File: src/rtl/game_pkg.sv
// Shared types and constants for the maze game session controller:
// state encoding, difficulty selection and the bonus-box placement table.
package game_pkg;

  localparam int COORD_W = 5;

  typedef enum logic [1:0] {
    ST_IDLE   = 2'd0,
    ST_PLAY   = 2'd1,
    ST_RESULT = 2'd2
  } state_e;

  typedef enum logic [1:0] {
    DIFF_NONE,
    DIFF_EASY,
    DIFF_MED,
    DIFF_HARD
  } diff_e;

  typedef struct packed {
    logic [COORD_W-1:0] plus_x;
    logic [COORD_W-1:0] plus_y;
    logic [COORD_W-1:0] minus_x;
    logic [COORD_W-1:0] minus_y;
  } box_t;

  localparam box_t BOX_HARD = '{plus_x: 5'd10, plus_y: 5'd6, minus_x: 5'd15, minus_y: 5'd19};
  localparam box_t BOX_MED  = '{plus_x: 5'd17, plus_y: 5'd9, minus_x: 5'd4,  minus_y: 5'd6};
  localparam box_t BOX_EASY = '{plus_x: 5'd13, plus_y: 5'd5, minus_x: 5'd10, minus_y: 5'd3};

  // Exactly one switch high selects a difficulty; anything else is NONE.
  function automatic diff_e decode_sel(input logic h, input logic m, input logic e);
    case ({h, m, e})
      3'b100:  return DIFF_HARD;
      3'b010:  return DIFF_MED;
      3'b001:  return DIFF_EASY;
      default: return DIFF_NONE;
    endcase
  endfunction

  function automatic box_t box_of(input diff_e d);
    case (d)
      DIFF_HARD: return BOX_HARD;
      DIFF_MED:  return BOX_MED;
      DIFF_EASY: return BOX_EASY;
      default:   return '0;
    endcase
  endfunction

endpackage

File: src/rtl/sat_score_acc.sv
// Saturating score accumulator: clear has priority, then add (clamps at
// all-ones), then subtract (floors at zero).
module sat_score_acc #(
  parameter int W = 8
) (
  input  logic         clock,
  input  logic         resetn,
  input  logic         clear,
  input  logic         add_en,
  input  logic         sub_en,
  input  logic [W-1:0] delta,
  output logic [W-1:0] acc
);

  logic [W:0]   sum;
  logic [W-1:0] acc_d;

  // NOTE: every combinationally assigned signal gets a default first so no latch is inferred.
  always_comb begin
    sum   = {1'b0, acc} + {1'b0, delta};
    acc_d = acc;
    if (clear)       acc_d = '0;
    else if (add_en) acc_d = sum[W] ? '1 : sum[W-1:0];
    else if (sub_en) acc_d = (delta > acc) ? '0 : acc - delta;
  end

  // NOTE: sequential state uses non-blocking assignments so all flops update together.
  always_ff @(posedge clock or negedge resetn) begin
    if (!resetn) acc <= '0;
    else         acc <= acc_d;
  end

endmodule

File: src/rtl/game_session_ctrl.sv
// Maze game session sequencer: IDLE -> PLAY -> RESULT -> IDLE.
// Define GAME_TIME_BONUS_EN to add the remaining seconds to the score on a win.
module game_session_ctrl
  import game_pkg::*;
#(
  parameter int SCORE_W   = 8,
  parameter int TIMER_W   = 7,
  parameter int TIME_EASY = 60,
  parameter int TIME_MED  = 90,
  parameter int TIME_HARD = 120,
  parameter int BONUS     = 5
) (
  input  logic               clock,
  input  logic               resetn,
  input  logic               hard,
  input  logic               med,
  input  logic               easy,
  input  logic               start,
  input  logic               secTick,
  input  logic [COORD_W-1:0] playerX,
  input  logic [COORD_W-1:0] playerY,
  input  logic               atExit,
  output logic               playHard,
  output logic               playMedium,
  output logic               playEasy,
  output logic               externalReset,
  output logic [COORD_W-1:0] scorePlusFiveX,
  output logic [COORD_W-1:0] scorePlusFiveY,
  output logic [COORD_W-1:0] scoreMinusFiveX,
  output logic [COORD_W-1:0] scoreMinusFiveY,
  output logic               plusTaken,
  output logic               minusTaken,
  output logic [SCORE_W-1:0] score,
  output logic [TIMER_W-1:0] timeLeft,
  output logic               won,
  output logic               lost,
  output logic [1:0]         state
);

  state_e             st;
  diff_e              sel;
  box_t               box;
  logic               sw_off, on_plus, on_minus, play_live, win_evt, to_idle;
  logic               acc_clr, acc_add, acc_sub;
  logic [SCORE_W-1:0] acc_delta;

  function automatic logic [TIMER_W-1:0] start_time(input diff_e d);
    case (d)
      DIFF_HARD: return TIMER_W'(TIME_HARD);
      DIFF_MED:  return TIMER_W'(TIME_MED);
      DIFF_EASY: return TIMER_W'(TIME_EASY);
      default:   return '0;
    endcase
  endfunction

  assign sel      = decode_sel(hard, med, easy);
  assign sw_off   = !(hard || med || easy);
  assign on_plus  = (playerX == box.plus_x)  && (playerY == box.plus_y);
  assign on_minus = (playerX == box.minus_x) && (playerY == box.minus_y);

  // Abort beats exit, exit beats timeout, timeout beats bonus collection.
  assign win_evt   = (st == ST_PLAY) && !sw_off && atExit;
  assign play_live = (st == ST_PLAY) && !sw_off && !atExit && (timeLeft != '0);
  assign to_idle   = ((st == ST_PLAY) && sw_off) || ((st == ST_RESULT) && (start || sw_off));

  assign acc_clr = (st == ST_IDLE) && start && (sel != DIFF_NONE);
  assign acc_sub = play_live && on_minus && !minusTaken;
`ifdef GAME_TIME_BONUS_EN
  assign acc_add   = (play_live && on_plus && !plusTaken) || win_evt;
  assign acc_delta = win_evt ? SCORE_W'(timeLeft) : SCORE_W'(BONUS);
`else
  assign acc_add   = play_live && on_plus && !plusTaken;
  assign acc_delta = SCORE_W'(BONUS);
`endif

  sat_score_acc #(.W(SCORE_W)) u_score (
    .clock  (clock),
    .resetn (resetn),
    .clear  (acc_clr),
    .add_en (acc_add),
    .sub_en (acc_sub),
    .delta  (acc_delta),
    .acc    (score)
  );

  always_ff @(posedge clock or negedge resetn) begin
    if (!resetn) begin
      st            <= ST_IDLE;
      externalReset <= 1'b1;
      {playHard, playMedium, playEasy} <= '0;
      box           <= '0;
      plusTaken     <= 1'b0;
      minusTaken    <= 1'b0;
      timeLeft      <= '0;
      won           <= 1'b0;
      lost          <= 1'b0;
    end else if (to_idle) begin
      // Score and time stay on the HUD after returning to the menu.
      st            <= ST_IDLE;
      externalReset <= 1'b1;
      {playHard, playMedium, playEasy} <= '0;
      box           <= '0;
      plusTaken     <= 1'b0;
      minusTaken    <= 1'b0;
      won           <= 1'b0;
      lost          <= 1'b0;
    end else begin
      case (st)
        ST_IDLE: begin
          if (start && sel != DIFF_NONE) begin
            st            <= ST_PLAY;
            externalReset <= 1'b0;
            playHard      <= (sel == DIFF_HARD);
            playMedium    <= (sel == DIFF_MED);
            playEasy      <= (sel == DIFF_EASY);
            box           <= box_of(sel);
            timeLeft      <= start_time(sel);
            plusTaken     <= 1'b0;
            minusTaken    <= 1'b0;
            won           <= 1'b0;
            lost          <= 1'b0;
          end
        end
        ST_PLAY: begin
          if (atExit) begin
            won <= 1'b1;
            st  <= ST_RESULT;
          end else if (timeLeft == '0) begin
            lost <= 1'b1;
            st   <= ST_RESULT;
          end else begin
            if (on_plus)  plusTaken  <= 1'b1;
            if (on_minus) minusTaken <= 1'b1;
            if (secTick)  timeLeft   <= timeLeft - 1'b1;
          end
        end
        ST_RESULT: ;
        default: st <= ST_IDLE;
      endcase
    end
  end

  assign state           = st;
  assign scorePlusFiveX  = box.plus_x;
  assign scorePlusFiveY  = box.plus_y;
  assign scoreMinusFiveX = box.minus_x;
  assign scoreMinusFiveY = box.minus_y;

endmodule
File: config.mk
export PLATFORM = sky130hd
export DESIGN_NAME = game_session_ctrl
export DESIGN_NICKNAME = d
export VERILOG_FILES = /design/src/rtl/game_pkg.sv /design/src/rtl/sat_score_acc.sv /design/src/rtl/game_session_ctrl.sv
export SDC_FILE = /design/constraint.sdc
export NUM_CORES = 1
export LEC_CHECK = 0
export CAP_MARGIN = 5
export CORE_MARGIN = 2
export CORE_UTILIZATION = 34
export CTS_BUF_LIST = sky130_fd_sc_hd__clkbuf_8 sky130_fd_sc_hd__clkbuf_16
export CTS_CLUSTER_SIZE = 24
export DETAILED_ROUTE_END_ITERATION = 7
export RECOVER_POWER = 25
export SYNTH_ARGS = -nofsm -noshare
export SYNTH_HDL_FRONTEND = slang
export SYNTH_SLANG_ARGS = --single-unit
File: constraint.sdc
create_clock -name clock -period 2.1 [get_ports clock]
set_input_delay 0.21 -clock clock [delete_from_list [all_inputs] [get_ports clock]]
set_output_delay 0.21 -clock clock [all_outputs]
set_load 0.1 [all_outputs]
run_1/congestion_map.png
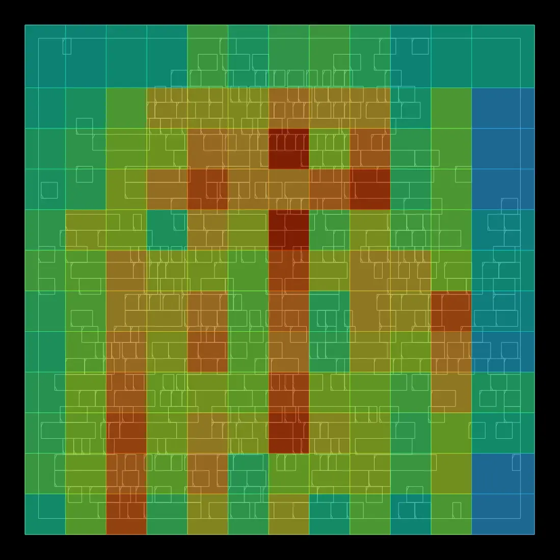
routed wire length per instance: 14.8 um
met2 global-route usage: 28.5%
met3 Resource Use GR: 3.14%
post-layout util: 50.2%
grt peak-use layer: met2

run_1/util_map.png
9 x 9 tiles, from black (low) to pale yellow (high), 0 to 100% covered.
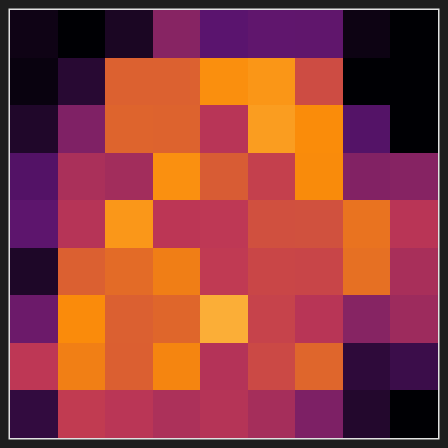
fullest tile = 82%
tiles over 75% full = 8.6%
nearly empty tiles = 7.4%
mean over tiles = 43%
Init Core Util: 34.7%
core area: 6680 um^2

run_1/sizing.png
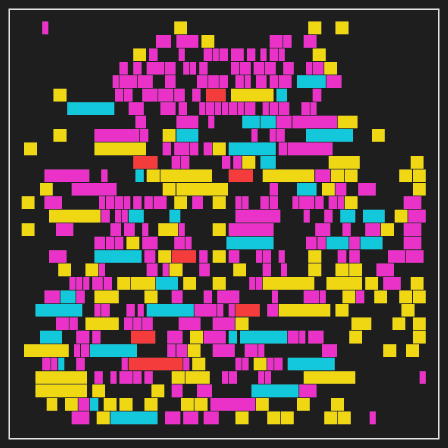
cyan -> x2  # cells 32, share 8.5%, most used dfrtp_2
yellow -> x3 and x4  # cells 106, share 28%, most used buf_4
red -> x6 and larger  # cells 7, share 1.9%, most used clkbuf_8
magenta -> x1 and smaller  # cells 232, share 62%
nonclk buf count: 103
design area: 3350 um^2

==> GITHUB_STEP_SUMMARY, run 1 <==
## Implementation flow summary

| Metric | Value |
|---|---|
| Mux share | `0.863%` |
| HPWL after detailed placement | `5050 um` |
| Pwr Density | `1380 nW/um^2` |
| Reg2Reg Setup Slack | `30 ps` |
| Top delay family on crit path | `simple AND/OR/NAND/NOR gates` |
| DR WL met3 | `398 um` |
| Crit path depth | `7` |
| Iteration-0 DRC Markers | `166` |
| Switching Power | `2.71 mW` |
| CTS buffer count | `5` |
| Worst Hold Depth | `2` |
| Seq pwr | `0.979 mW` |
| Reg-to-reg startpoint | `scorePlusFiveX[3]` |
| First-pass GRT wire length | `11200 um` |
| Top cells by count | `29 x dfrtp_1, 26 x nand2_1, 26 x nor2_1` |
| Comb area leader | `simple AND/OR/NAND/NOR gates` |
| Crit. End Element | `flip-flop` |
| Inverters | `12` |
| Final setup fails | `0` |
| GR Util All Layers | `18.6%` |
| Vias/cell | `5.37` |
| Rel. slew slack | `48.6%` |
| P_int | `1.91 mW` |
| Main flop type | `dfrtp_1` |
| Synth Seq Share | `32.4%` |
| Clock power share | `12.4%` |
| Clk_skew | `2.15 ps` |
| Startpoint types | `flip-flop` |
| Tapcells | `80` |
| Logic cell area | `1480 um^2` |
| Post-Synth Simple-Gate Area | `26.8%` |
| Worst IR Drop VDD | `0.00124 V` |
| Maximum root-to-sink buffer count | `2` |
| Cell area after synthesis | `2320 um^2` |
| Die y size | `86.6 um` |
| Comb power frac | `66.4%` |
| Top cells by area | `dfrtp_1 31%, buf_4 5.5%, a21oi_1 5.2%` |
| Setup Buffers After CTS | `0` |
| Max incr delay on CP | `480 ps` |
| Root Buffer | `clkbuf_8` |
| Via count | `2452` |
| GRT Residual Overflow | `0` |
| Area share, top type | `31.3%` |
| CP Max Fanout | `6` |
| Hold slack | `498 ps` |
| Critical path class | `flip-flop to flip-flop` |
| Num rows | `30` |
| Critical Path Sink | `u_score.acc[5]` |
| Top class by area | `multi-input combinational cells` |
| Max H-tree Level | `2` |
| Top Metal Used | `met4` |
| Initial antenna violation count | `0` |
| Status | `finished, final reports clean` |
| Placed inst area | `3150 um^2` |
| Grt met1 use | `27.3%` |
| Yosys chip area | `2320 um^2` |
| Required @ worst endpoint | `2270 ps` |
| Hold path start | `externalReset` |
| Chip area | `7500 um^2` |
| Total power | `4.62 mW` |
| Log Warnings | `34` |
| Mapped Cells | `295` |
| Buffer share of cell area | `24.3%` |
| Clock sinks | `30` |
| Sequential share of power | `21.2%` |
| Routed WL | `6750 um` |
| Die W | `86.6 um` |
| Max reg flops | `8` |
| Total Negative Setup Slacks | `0 ps` |
| Post-synthesis register bit count | `30` |
| R2R depth | `7` |
| Crit-path slowest cell | `dfrtp_4` |
| Hold_buf cts | `0` |
| Filler cell count | `657` |
| Placer Congestion | `0.914` |
| Sequential cell count | `30` |
| Unrepaired setup endpoints after global routing | `true` |
| Switching Share | `58.8%` |
| Hold Crit Class | `flip-flop to flip-flop` |
| CP arrival | `2240 ps` |
| Antenna cells | `0` |
| Register clock-pin slew on the reported worst setup and hold paths | `60 ps` |
| Largest reg by FF count | `u_score.acc` |
| Sequential cell area share | `24.0%` |
| Top cell excl fill/tap | `buf_4` |
| Max Cap Viol | `0` |
| Area grow syn2layout | `44.6%` |
| DRC viols | `0` |
| DP Cell Count | `448` |
| Antenna-violating nets left | `0` |
| Dpl ws | `-459 ps` |
| Final Hold Viols | `0` |
| Async SR Flop Fraction | `100%` |
| Layout clock area frac | `3.25%` |
| Largest net degree at the start of global routing | `31` |
| FMAX | `0.482 GHz` |
| Syn. warnings | `0` |
| P_leak | `1.45 nW` |
| Port Buffers | `59` |
| Logic Gate Count | `224` |
| Crit. Startpoint | `scorePlusFiveX[3]` |
==> run 2, diff against run 1 <==
--- a/config.mk
+++ b/config.mk
@@ -5,10 +5,10 @@
 export SDC_FILE = /design/constraint.sdc
 export NUM_CORES = 1
 export LEC_CHECK = 0
-export CAP_MARGIN = 5
 export CORE_MARGIN = 2
 export CORE_UTILIZATION = 34
 export CTS_BUF_LIST = sky130_fd_sc_hd__clkbuf_8 sky130_fd_sc_hd__clkbuf_16
+export CTS_CLUSTER_DIAMETER = 120
 export CTS_CLUSTER_SIZE = 24
 export DETAILED_ROUTE_END_ITERATION = 7
 export RECOVER_POWER = 25
run_2/sizing.png
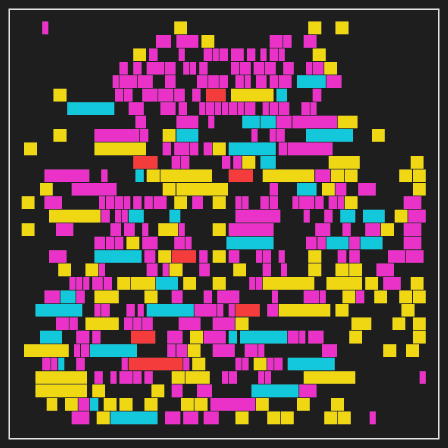
cyan -> x2  # cells 32, share 8.5%, most used dfrtp_2
magenta -> x1 and smaller  # cells 232, share 62%
red -> x6 and larger  # cells 7, share 1.9%, most used clkbuf_8
yellow -> x3 and x4  # cells 106, share 28%, most used buf_4
area grow syn2layout: 44.6%
Worst Slack Setup Final: 26.2 ps

==> GITHUB_STEP_SUMMARY, run 2 <==
## Implementation flow summary

| Metric | Value |
|---|---|
| Inverters | `12` |
| Core area | `6680 um^2` |
| Worst IR Drop VDD | `0.00124 V` |
| Design area | `3350 um^2` |
| Clk_skew | `2.15 ps` |
| Largest reg by FF count | `u_score.acc` |
| Top cells by area | `dfrtp_1 31%, buf_4 5.5%, a21oi_1 5.2%` |
| Crit. End Element | `flip-flop` |
| Post-Synth Simple-Gate Area | `26.8%` |
| Setup Buffers After CTS | `0` |
| Met3 Resource Use GR | `3.14%` |
| Yosys chip area | `2320 um^2` |
| GRT Residual Overflow | `0` |
| Total Negative Setup Slacks | `0 ps` |
| Final Hold Viols | `0` |
| Routed WL | `6750 um` |
| Hold slack | `498 ps` |
| Met2 global-route usage | `28.5%` |
| Rel. slew slack | `48.6%` |
| Max Cap Viol | `0` |
| Worst Hold Depth | `2` |
| Top cell excl fill/tap | `buf_4` |
| Cell area after synthesis | `2320 um^2` |
| Clock power share | `12.4%` |
| Sequential cell area share | `24.0%` |
| Top class by area | `multi-input combinational cells` |
| Top delay family on crit path | `simple AND/OR/NAND/NOR gates` |
| Sequential cell count | `30` |
| Vias/cell | `5.37` |
| Hold path start | `externalReset` |
| Filler cell count | `657` |
| Top cells by count | `29 x dfrtp_1, 26 x nand2_1, 26 x nor2_1` |
| Final setup fails | `0` |
| Via count | `2452` |
| Status | `finished, final reports clean` |
| Syn. warnings | `0` |
| Area share, top type | `31.3%` |
| Routed wire length per instance | `14.8 um` |
| Logic Gate Count | `224` |
| Largest net degree at the start of global routing | `31` |
| DR WL met3 | `398 um` |
| Root Buffer | `clkbuf_8` |
| Dpl ws | `-459 ps` |
| Critical Path Sink | `u_score.acc[5]` |
| Hold Crit Class | `flip-flop to flip-flop` |
| Post-synthesis register bit count | `30` |
| Crit path depth | `7` |
| Grt met1 use | `27.3%` |
| Mux share | `0.863%` |
| Log Warnings | `34` |
| Switching Share | `58.8%` |
| Mapped Cells | `295` |
| Maximum root-to-sink buffer count | `2` |
| Layout clock area frac | `3.25%` |
| DP Cell Count | `448` |
| Antenna-violating nets left | `0` |
| GR Util All Layers | `18.6%` |
| Chip area | `7500 um^2` |
| Reg2Reg Setup Slack | `30 ps` |
| Crit-path slowest cell | `dfrtp_4` |
| CP Max Fanout | `6` |
| Grt peak-use layer | `met2` |
| Seq pwr | `0.979 mW` |
| Top Metal Used | `met4` |
| Placer Congestion | `0.914` |
Power is estimated from default activity; no workload was simulated.
